==> run_1/logic_types.png <==
Scale bar: 20 um.
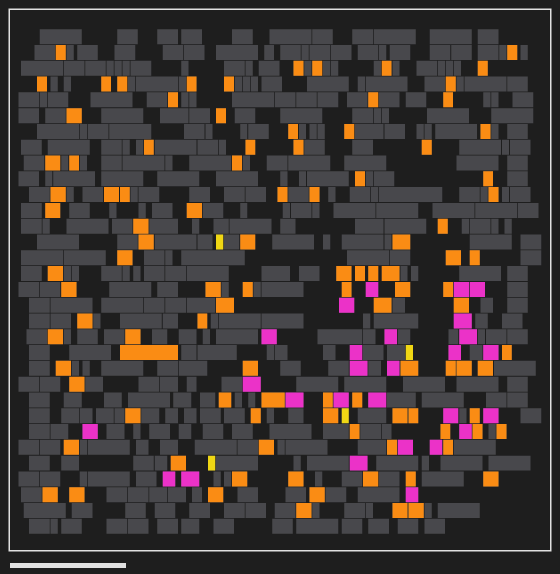
==> run_1/power_grid.png <==
Pins as bars on the die edge. Tap cells in gray.
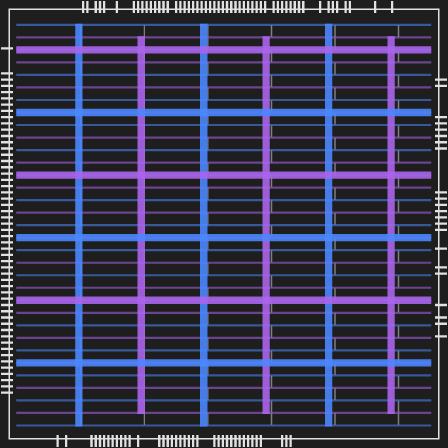
==> run_1/clocks.png <==
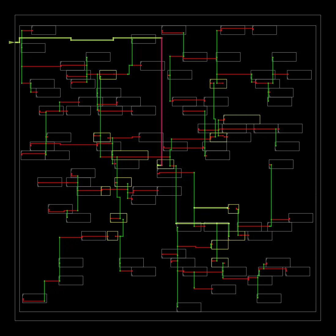
`src/rtl/pipeline_pkg.sv`:
```
// Shared constants and types for the IF/ID pipeline stage and its hazard logic.
package pipeline_pkg;

  localparam int unsigned XLEN  = 32;
  localparam int unsigned OPC_W = 6;
  localparam int unsigned REG_W = 5;

  localparam logic [OPC_W-1:0] OP_RTYPE = 6'h00;
  localparam logic [OPC_W-1:0] OP_J     = 6'h02;
  localparam logic [OPC_W-1:0] OP_JAL   = 6'h03;
  localparam logic [OPC_W-1:0] OP_BEQZ  = 6'h04;
  localparam logic [OPC_W-1:0] OP_BNEZ  = 6'h05;
  localparam logic [OPC_W-1:0] OP_JR    = 6'h12;
  localparam logic [OPC_W-1:0] OP_JALR  = 6'h13;
  localparam logic [OPC_W-1:0] OP_SW    = 6'h2B;

  localparam logic [XLEN-1:0] NOP_WORD = 32'h0000_0000;

  typedef enum logic [0:0] {
    RUN    = 1'b0,
    HALTED = 1'b1
  } state_e;

  // Upper half of an instruction word: the only fields hazard logic looks at.
  typedef struct packed {
    logic [OPC_W-1:0] opcode;
    logic [REG_W-1:0] rs1;
    logic [REG_W-1:0] rs2;
  } id_fields_t;

  // r0 is hardwired to zero, so it can never be a true dependency.
  function automatic logic reg_match(input logic [REG_W-1:0] rd, input logic [REG_W-1:0] rs);
    return (rd != REG_W'(0)) && (rd == rs);
  endfunction

endpackage

```
`src/rtl/hazard_detect.sv`:
```
// Combinational load-use and register-branch hazard detection for the ID instruction.
module hazard_detect
  import pipeline_pkg::*;
(
  input  logic [15:0]      instr_hi,
  input  logic             reg_write_ex,
  input  logic             mem_read_ex,
  input  logic [REG_W-1:0] rd_ex,
  input  logic             mem_read_mem,
  input  logic [REG_W-1:0] rd_mem,
  output logic             load_use,
  output logic             branch_hazard,
  output logic             hazard
);

  id_fields_t f;
  logic       uses_rs1;
  logic       uses_rs2;
  logic       is_branch_reg;

  // Decode source usage and flag producers still in flight.
  always_comb begin
    f             = id_fields_t'(instr_hi);
    uses_rs1      = 1'b1;
    uses_rs2      = 1'b0;
    is_branch_reg = 1'b0;
    load_use      = 1'b0;
    branch_hazard = 1'b0;

    if (f.opcode == OP_J || f.opcode == OP_JAL) uses_rs1 = 1'b0;
    if (f.opcode == OP_RTYPE || f.opcode == OP_SW) uses_rs2 = 1'b1;
    if (f.opcode == OP_BEQZ || f.opcode == OP_BNEZ ||
        f.opcode == OP_JR   || f.opcode == OP_JALR) is_branch_reg = 1'b1;

    load_use = mem_read_ex &&
               ((uses_rs1 && reg_match(rd_ex, f.rs1)) ||
                (uses_rs2 && reg_match(rd_ex, f.rs2)));

    // Branches resolve in ID, so they also wait on ALU results in EX and loads in MEM.
    branch_hazard = is_branch_reg &&
                    ((reg_write_ex && reg_match(rd_ex, f.rs1)) ||
                     (mem_read_mem && reg_match(rd_mem, f.rs1)));

    hazard = load_use || branch_hazard;
  end

endmodule

```
`src/rtl/pipeline_if_id.sv`:
```
// IF/ID pipeline register with flush, hazard stall, halt FSM and saturating stall counter.
module pipeline_if_id
  import pipeline_pkg::XLEN;
  import pipeline_pkg::REG_W;
  import pipeline_pkg::state_e;
  import pipeline_pkg::RUN;
  import pipeline_pkg::HALTED;
#(
  parameter logic [31:0] NOP_WORD = pipeline_pkg::NOP_WORD,
  parameter int unsigned CNT_W    = 16
) (
  input  logic             clk,
  input  logic             reset,
  input  logic [XLEN-1:0]  instructionIf,
  input  logic [XLEN-1:0]  pcPlus4If,
  input  logic             branchTaken,
  input  logic             jumpTaken,
  input  logic             endProgram,
  input  logic             regWriteEx,
  input  logic             memReadEx,
  input  logic [REG_W-1:0] rdEx,
  input  logic             memReadMem,
  input  logic [REG_W-1:0] rdMem,
  output logic [XLEN-1:0]  instructionId,
  output logic [XLEN-1:0]  pcPlus4Id,
  output logic             validId,
  output logic             stall,
  output logic             bubbleEx,
  output logic             halted,
  output logic [CNT_W-1:0] stallCount
);

  localparam logic [CNT_W-1:0] CNT_MAX = {CNT_W{1'b1}};

  state_e state;
  state_e state_next;
  logic   flush;
  logic   run;
  logic   hazard_raw;
  logic   hazard;
  logic   load_use;
  logic   branch_hazard;

  hazard_detect u_hazard_detect (
    .instr_hi      (instructionId[31:16]),
    .reg_write_ex  (regWriteEx),
    .mem_read_ex   (memReadEx),
    .rd_ex         (rdEx),
    .mem_read_mem  (memReadMem),
    .rd_mem        (rdMem),
    .load_use      (load_use),
    .branch_hazard (branch_hazard),
    .hazard        (hazard_raw)
  );

  // FSM state register.
  always_ff @(posedge clk) begin
    if (reset) state <= RUN;
    else       state <= state_next;
  end

  // FSM next state: halt is suppressed when a redirect is in flight; only reset leaves HALTED.
  always_comb begin
    state_next = state;
    case (state)
      RUN:     if (endProgram && !flush) state_next = HALTED;
      HALTED:  state_next = HALTED;
      default: state_next = RUN;
    endcase
  end

  // FSM outputs and stall/bubble decode; a flush wins over a hazard.
  always_comb begin
    flush    = branchTaken || jumpTaken;
    run      = (state == RUN);
    halted   = (state == HALTED);
    hazard   = hazard_raw && validId && run;
    stall    = !run || (hazard && !flush);
    bubbleEx = stall || !validId;
  end

  // ID register: reset > halted hold > flush > hazard hold > normal load.
  always_ff @(posedge clk) begin
    if (reset) begin
      instructionId <= NOP_WORD;
      pcPlus4Id     <= '0;
      validId       <= 1'b0;
    end else if (!run) begin
      instructionId <= instructionId;
      pcPlus4Id     <= pcPlus4Id;
      validId       <= validId;
    end else if (flush) begin
      instructionId <= NOP_WORD;
      pcPlus4Id     <= pcPlus4If;
      validId       <= 1'b0;
    end else if (!hazard) begin
      instructionId <= instructionIf;
      pcPlus4Id     <= pcPlus4If;
      validId       <= 1'b1;
    end
  end

  // Saturating count of stall cycles spent in RUN.
  always_ff @(posedge clk) begin
    if (reset)                                   stallCount <= '0;
    else if (stall && run && stallCount != CNT_MAX) stallCount <= stallCount + CNT_W'(1);
  end

endmodule

```
`config.mk`:
```
export PLATFORM = sky130hd
export DESIGN_NAME = pipeline_if_id
export DESIGN_NICKNAME = d
export VERILOG_FILES = /design/src/rtl/pipeline_pkg.sv /design/src/rtl/hazard_detect.sv /design/src/rtl/pipeline_if_id.sv
export SDC_FILE = /design/constraint.sdc
export NUM_CORES = 1
export LEC_CHECK = 0
export ABC_AREA = 0
export CAP_MARGIN = 20
export CORE_UTILIZATION = 41
export CTS_CLUSTER_SIZE = 12
export DETAILED_ROUTE_END_ITERATION = 7
export PLACE_DENSITY_LB_ADDON = 0.1
export SKIP_CTS_REPAIR_TIMING = 1
export SLEW_MARGIN = 20
export SYNTH_ARGS = -nofsm -noshare
export SYNTH_HDL_FRONTEND = slang
export SYNTH_HIERARCHICAL = 1
export SYNTH_SLANG_ARGS = --single-unit
```
`constraint.sdc`:
```
create_clock -name clk -period 3.5 [get_ports clk]
set_input_delay 0.35 -clock clk [delete_from_list [all_inputs] [get_ports clk]]
set_output_delay 0.35 -clock clk [all_outputs]
set_load 0.01 [all_outputs]
```
==> Changelog: implementation, run 1 <==
### Implementation results

- # DRC: 0
- Max layer used: met4
- Diode count: 0
- Combinational share of cell area: 30.7%
- Wire per inst: 15.2 um
- Crit-path max cell delay: 0.55 ns
- Critical path endpoint: stall
- Hold Crit Endpoint: pcPlus4Id[26]
- Row count: 32
- Final slew viol count: 0
- Hold crit path type: flop to flop
- Fin. Hold Viols: 0
- FF+latch area: 0.00164 sq mm
- FILL cells: 677
- Clk latency late pin: 0.34 ns
- GRT overflow: 0
- Critical-path top delay cell: clkdlybuf4s50_1
- Avg Vias per Cell: 5.22
- WP data required: 3.15 ns
- Die Y: 93.0 um
- Final design instance area without fill: 0.00534 sq mm
- PortBufs: 165
- Post-DP Area: 0.00511 sq mm
- Crit path time final: 3.30 ns
- OpenROAD warning count: 26
- Yosys warns: 6
- Worst R2R Path Depth: 8
- Commonest cells after routing, fill and taps aside: clkdlybuf4s50_1, dfxtp_1, nand2_1
- DP Wirelength: 7100 um
- Worst IR Drop VDD: 0.000212 V
- Overall routing resource usage: 23.6%
- Overall Power: 2.06 mW
- Fin util: 68.0%
- Reg-to-reg setup timing slack: 0.68 ns
- #MultiIn Comb: 282
- Clock-pin slew on the worst setup and hold paths: 0.09 ns
- Seq/total area: 30.8%
- Slew HR: 29.5%
- Met2 wire length: 5130 um
- Buffers excl. clock: 171
- MaxCap Viol Count: 0
- Switching Share: 23.7%
- Post-synth design cell area: 0.00339 sq mm
- RSZ-0062 raised after global routing: no
- Max Buffers Root-to-Sink: 2
- Cells after Synth: 392
- # H-tree levels: 3
- Layout cells sized above 1: 6.50%
- Inverter count: 4
- Ports: 166
- Worst hold start: pcPlus4Id[26]
- # Taps: 102
- Hold depth: 2
- Die ar.: 0.00865 sq mm
- LEAKAGE: 1.98 nW
- Pre-antenna DRT Iters: 4
- Largest net degree at the start of global routing: 51
- FF-to-FF End: stallCount[9]
- Initial drt markers: 102
- M2 GR Usage: 40.1%
- Hold WS: 0.455 ns
- Dominant logic cell type in the layout: clkdlybuf4s50_1
- Met3 wire len: 617 um
- Period utilization: 94.4%
- Clk network pwr share: 37.1%
- Top class by area: non-clock buffers
- Routed met1 length: 4170 um
- Post-place setup slack: 0.304 ns
- Layout Nets: 633
- Crit path from: instructionId[28]
- Critical path depth in cells: 8
- Clock root buffer: clkbuf_8
- Area growth syn-to-layout: 57.2%
- WL final: 9960 um
- Worst Path Buf+Inv: 2
- GR Util met1: 28.8%
- Power per cell area: 386 mW/mm^2
- Syn nets: 475
- Busiest grt layer: met2
- Total Neg Setup Slack: 0 ns
- Layout clock area frac: 4.17%
- Switching pwr: 488 uW
- DP Cell Count: 641
- P_int: 1.57 mW
- Worst Path Arrival: 2.95 ns
- CTS tree: built
- F_max: 0.303 GHz
- Top delay family on crit path: simple AND/OR/NAND/NOR gates
- Clock buf count: 10
- Routed vias: 3422
- Fin cells: 656
- Initial antenna violation count: 0
- First-pass GRT wire length: 16100 um
- GPL Wtd Cong: 0.785
- Starting density of the core: 43.3%
- Combinational power share: 14.6%
- Worst path cell trace: or3b_2 > a21boi_2 > and4_1 > a211o_1 > nor3b_4 > a21oi_2 > inv_2 > clkdlybuf4s50_1
- Routed Antenna Nets: 0
- Fin worst setup slack: 0.197 ns
- Status: finished clean
- Non-clk buf share: 31.7%
- Global Route met3 Usage: 6.59%
- Gate Area: 0.00164 sq mm
- Number of setup violations in the final report: 0
- Sequential power share: 48.3%
- Critical Path Start Type: flop
- Total core area: 0.00785 sq mm
- Mapped Avg Cell Area: 8.66 sq um
- Number of global-route vias before repair: 3368
- Critical path capture point type: primary output
- Die W: 93.0 um
- R2r startpoint: instructionId[28]
- CP Max Fanout: 6
- Worst Path Class, Setup: flop to primary output
- Slew @ Worst Pin: 1.05 ns
## Picture notes: logic_types.png
- orange: aoi and oai cells (cells 103; where all over the die)
- magenta: and/or cells (cells 27)
- yellow: inv cells (cells 4)

## Picture notes: power_grid.png
- purple: VDD
- blue: VSS
- tap cells: 102
- met4 straps: 6
- met1 rails: 33

## Picture notes: clocks.png
clk pwr: 764 uW
Flop Count: 82
worst clock skew: 0.0109 ns
TritonCTS Buffers: 9
CTS Sinks: 82

-- run 1: registers in the layout, summed over array words and instances, names as in the netlist --
name and count:
halted 1, validId 1, pcPlus4Id 32, instructionId 32, stallCount 16
-- run 1: power groups by stage --
| stage | registers (mW) | clock network (mW) | logic [mW] |
|---|---|---|---|
| finish | 0.993 | 0.764 | 0.301 |
| global placement | 1.01 | 0 | 0.297 |
| CTS | 0.994 | 0.786 | 0.304 |
| detailed placement | 1.02 | 0 | 0.303 |
| floorplan | 1.03 | 0 | 0.0931 |
| global route | 0.998 | 0.822 | 0.327 |
-- run 1: worst register-to-register path, cell delays in order (launching register included) --
cell	delay, ns
dfxtp_1	0.40
or3b_2	0.47
a21boi_2	0.19
and4_1	0.22
a211o_1	0.16
nor3b_4	0.40
nand4_4	0.24
or4_1	0.51
a21oi_1	0.15
==> inputs of run 2 (changes only) <==
- CORE_MARGIN: default -> 3
==> run_2/placement_by_type.png <==
Scale bar: 20 um.
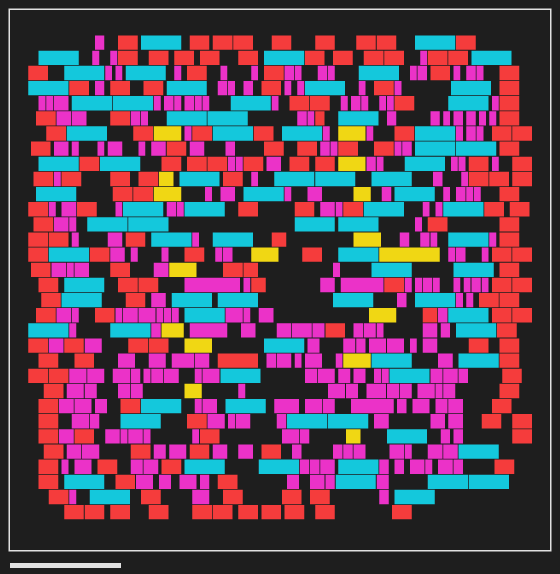
- cyan: sequential cells (cells 82; share of their area 32%)
- magenta: combinational and other logic (cells 286; share of their area 32%)
- red: remaining buffers and delay cells (cells 170; share of their area 33%)
- yellow: clock drivers and dummy loads (cells 16; share of their area 4.1%)

==> Changelog: implementation, run 2 <==
### Implementation results

- DP Wirelength: 7220 um (was 7100 um)
- Fin util: 67.6% (was 68.0%)
- Comb. pwr: 303 uW (was 301 uW)
- Overall routing resource usage: 20.4% (was 23.6%)
- Worst R2R Path Depth: 11 (was 8)
- Total Neg Setup Slack: 0 ns (unchanged)
- LEAKAGE: 1.97 nW (was 1.98 nW)
- CTS tree: built (unchanged)
- Starting density of the core: 43.0% (was 43.3%)
- Seq group: 993 uW (about the same)
- Critical path depth in cells: 8 (unchanged)
- Fin. Hold Viols: 0 (unchanged)
- Die ar.: 0.00941 sq mm (was 0.00865 sq mm)
- PortBufs: 165 (unchanged)
- Largest net degree at the start of global routing: 53 (was 51)
- CTS Sinks: 82 (unchanged)
- Busiest grt layer: met2 (unchanged)
- Commonest cells after routing, fill and taps aside: clkdlybuf4s50_1, dfxtp_1, nand2_1 (unchanged)
- Final slew viol count: 0 (unchanged)
- Top delay family on crit path: simple AND/OR/NAND/NOR gates (unchanged)
- TritonCTS Buffers: 9 (unchanged)
- Worst Path Buf+Inv: 2 (unchanged)
- Clk latency late pin: 0.34 ns (about the same)
- Reg-to-reg setup timing slack: 0.43 ns (was 0.68 ns)
- Syn nets: 475 (unchanged)
- Die W: 97.0 um (was 93.0 um)
- CP Max Fanout: 6 (unchanged)
- Clock-pin slew on the worst setup and hold paths: 0.09 ns (about the same)
- Routed met1 length: 4140 um (was 4170 um)
- WP data required: 3.15 ns (about the same)
- Hold WS: 0.458 ns (was 0.455 ns)
- Routed vias: 3454 (was 3422)
- Max Buffers Root-to-Sink: 2 (unchanged)
- Initial drt markers: 109 (was 102)
- Pre-antenna DRT Iters: 4 (unchanged)
- Clk pwr: 718 uW (was 764 uW)
- Combinational power share: 15.1% (was 14.6%)
- Number of global-route vias before repair: 3259 (was 3368)
- Crit path time final: 3.27 ns (was 3.30 ns)
- Hold crit path type: flop to flop (unchanged)
- Sequential power share: 49.3% (was 48.3%)
- Slew @ Worst Pin: 1.05 ns (about the same)
- Status: finished clean (unchanged)
- Avg Vias per Cell: 5.27 (was 5.22)
- Post-synth design cell area: 0.00339 sq mm (unchanged)
- WL final: 10000 um (was 9960 um)
- Met2 wire length: 4880 um (was 5130 um)
- Switching pwr: 507 uW (was 488 uW)
- Area growth syn-to-layout: 57.1% (was 57.2%)
- Worst path cell trace: or3b_2 > a21boi_2 > and4_1 > a211o_1 > nor3b_4 > a21oi_2 > inv_2 > clkdlybuf4s50_1 (unchanged)
- Ports: 166 (unchanged)
- Power per cell area: 378 mW/mm^2 (was 386 mW/mm^2)
- Post-place setup slack: 0.190 ns (was 0.304 ns)
- MaxCap Viol Count: 0 (unchanged)
- Critical path capture point type: primary output (unchanged)
- Met3 wire len: 850 um (was 617 um)
- Mapped Avg Cell Area: 8.66 sq um (unchanged)
- Total core area: 0.00789 sq mm (was 0.00785 sq mm)
- Wire per inst: 15.3 um (was 15.2 um)
- Hold depth: 2 (unchanged)
- GR Util met1: 25.1% (was 28.8%)
- M2 GR Usage: 33.9% (was 40.1%)
- OpenROAD warning count: 26 (unchanged)
- F_max: 0.306 GHz (was 0.303 GHz)
- RSZ-0062 raised after global routing: no (unchanged)
- Clk network pwr share: 35.6% (was 37.1%)
- First-pass GRT wire length: 16000 um (was 16100 um)
- Max layer used: met4 (unchanged)
- Worst IR Drop VDD: 0.000201 V (was 0.000212 V)
- # DRC: 0 (unchanged)
- Layout Nets: 632 (was 633)
- Global Route met3 Usage: 6.56% (was 6.59%)
- Row count: 32 (unchanged)
- GPL Wtd Cong: 0.782 (was 0.785)
- Clock root buffer: clkbuf_8 (unchanged)
- Layout cells sized above 1: 6.50% (unchanged)
- FF+latch area: 0.00164 sq mm (unchanged)
- FILL cells: 647 (was 677)
- Slew HR: 29.5% (about the same)
- Cells after Synth: 392 (unchanged)
- Overall Power: 2.01 mW (was 2.06 mW)
- P_int: 1.51 mW (was 1.57 mW)
- Initial antenna violation count: 0 (unchanged)
- Critical-path top delay cell: clkdlybuf4s50_1 (unchanged)
- Routed Antenna Nets: 0 (unchanged)
- Gate Area: 0.00164 sq mm (unchanged)
- Number of setup violations in the final report: 0 (unchanged)
- Worst Path Class, Setup: flop to primary output (unchanged)
- Yosys warns: 6 (unchanged)
- Period utilization: 93.5% (was 94.4%)
- Crit-path max cell delay: 0.56 ns (was 0.55 ns)
- Die Y: 97.0 um (was 93.0 um)
- Dominant logic cell type in the layout: clkdlybuf4s50_1 (unchanged)
- Diode count: 0 (unchanged)
- Worst clock skew: 0.0144 ns (was 0.0109 ns)
- Fin worst setup slack: 0.229 ns (was 0.197 ns)
- GRT overflow: 0 (unchanged)
- Max power group: registers (unchanged)
- # H-tree levels: 3 (unchanged)
- Switching Share: 25.2% (was 23.7%)
- Worst Path Arrival: 2.92 ns (was 2.95 ns)
- Critical Path Start Type: flop (unchanged)
- Top Registers: instructionId: 32 flops, pcPlus4Id: 32 flops, stallCount: 16 flops (unchanged)
==> run 2: area by class of cell <==
type | count | area share [%]
well taps | 102 | 2.39
multi-input cells | 282 | 30.7
inverters | 4 | 0.282
repair buffers | 170 | 31.8
flip-flops and latches | 82 | 30.8
clock buffers | 10 | 2.58
clock inverters | 6 | 1.38
==> run 2: metrics by stage <==
stage / area [sq um] / cells
finish: 5330 / 656
floorplan: 3390 / 392
global route: 5330 / 656
detailed placement: 5120 / 640
CTS: 5330 / 656
global placement: 5120 / 640
==> run 2: final timing paths <==
kind / startpoint / end
hold / removal: pcPlus4Id[31] / pcPlus4Id[31]
hold reg to reg: pcPlus4Id[31] / pcPlus4Id[31]
setup reg to reg: instructionId[28] / pcPlus4Id[8]
setup / recovery: instructionId[28] / stall
Power and IR drop assume default switching activity.
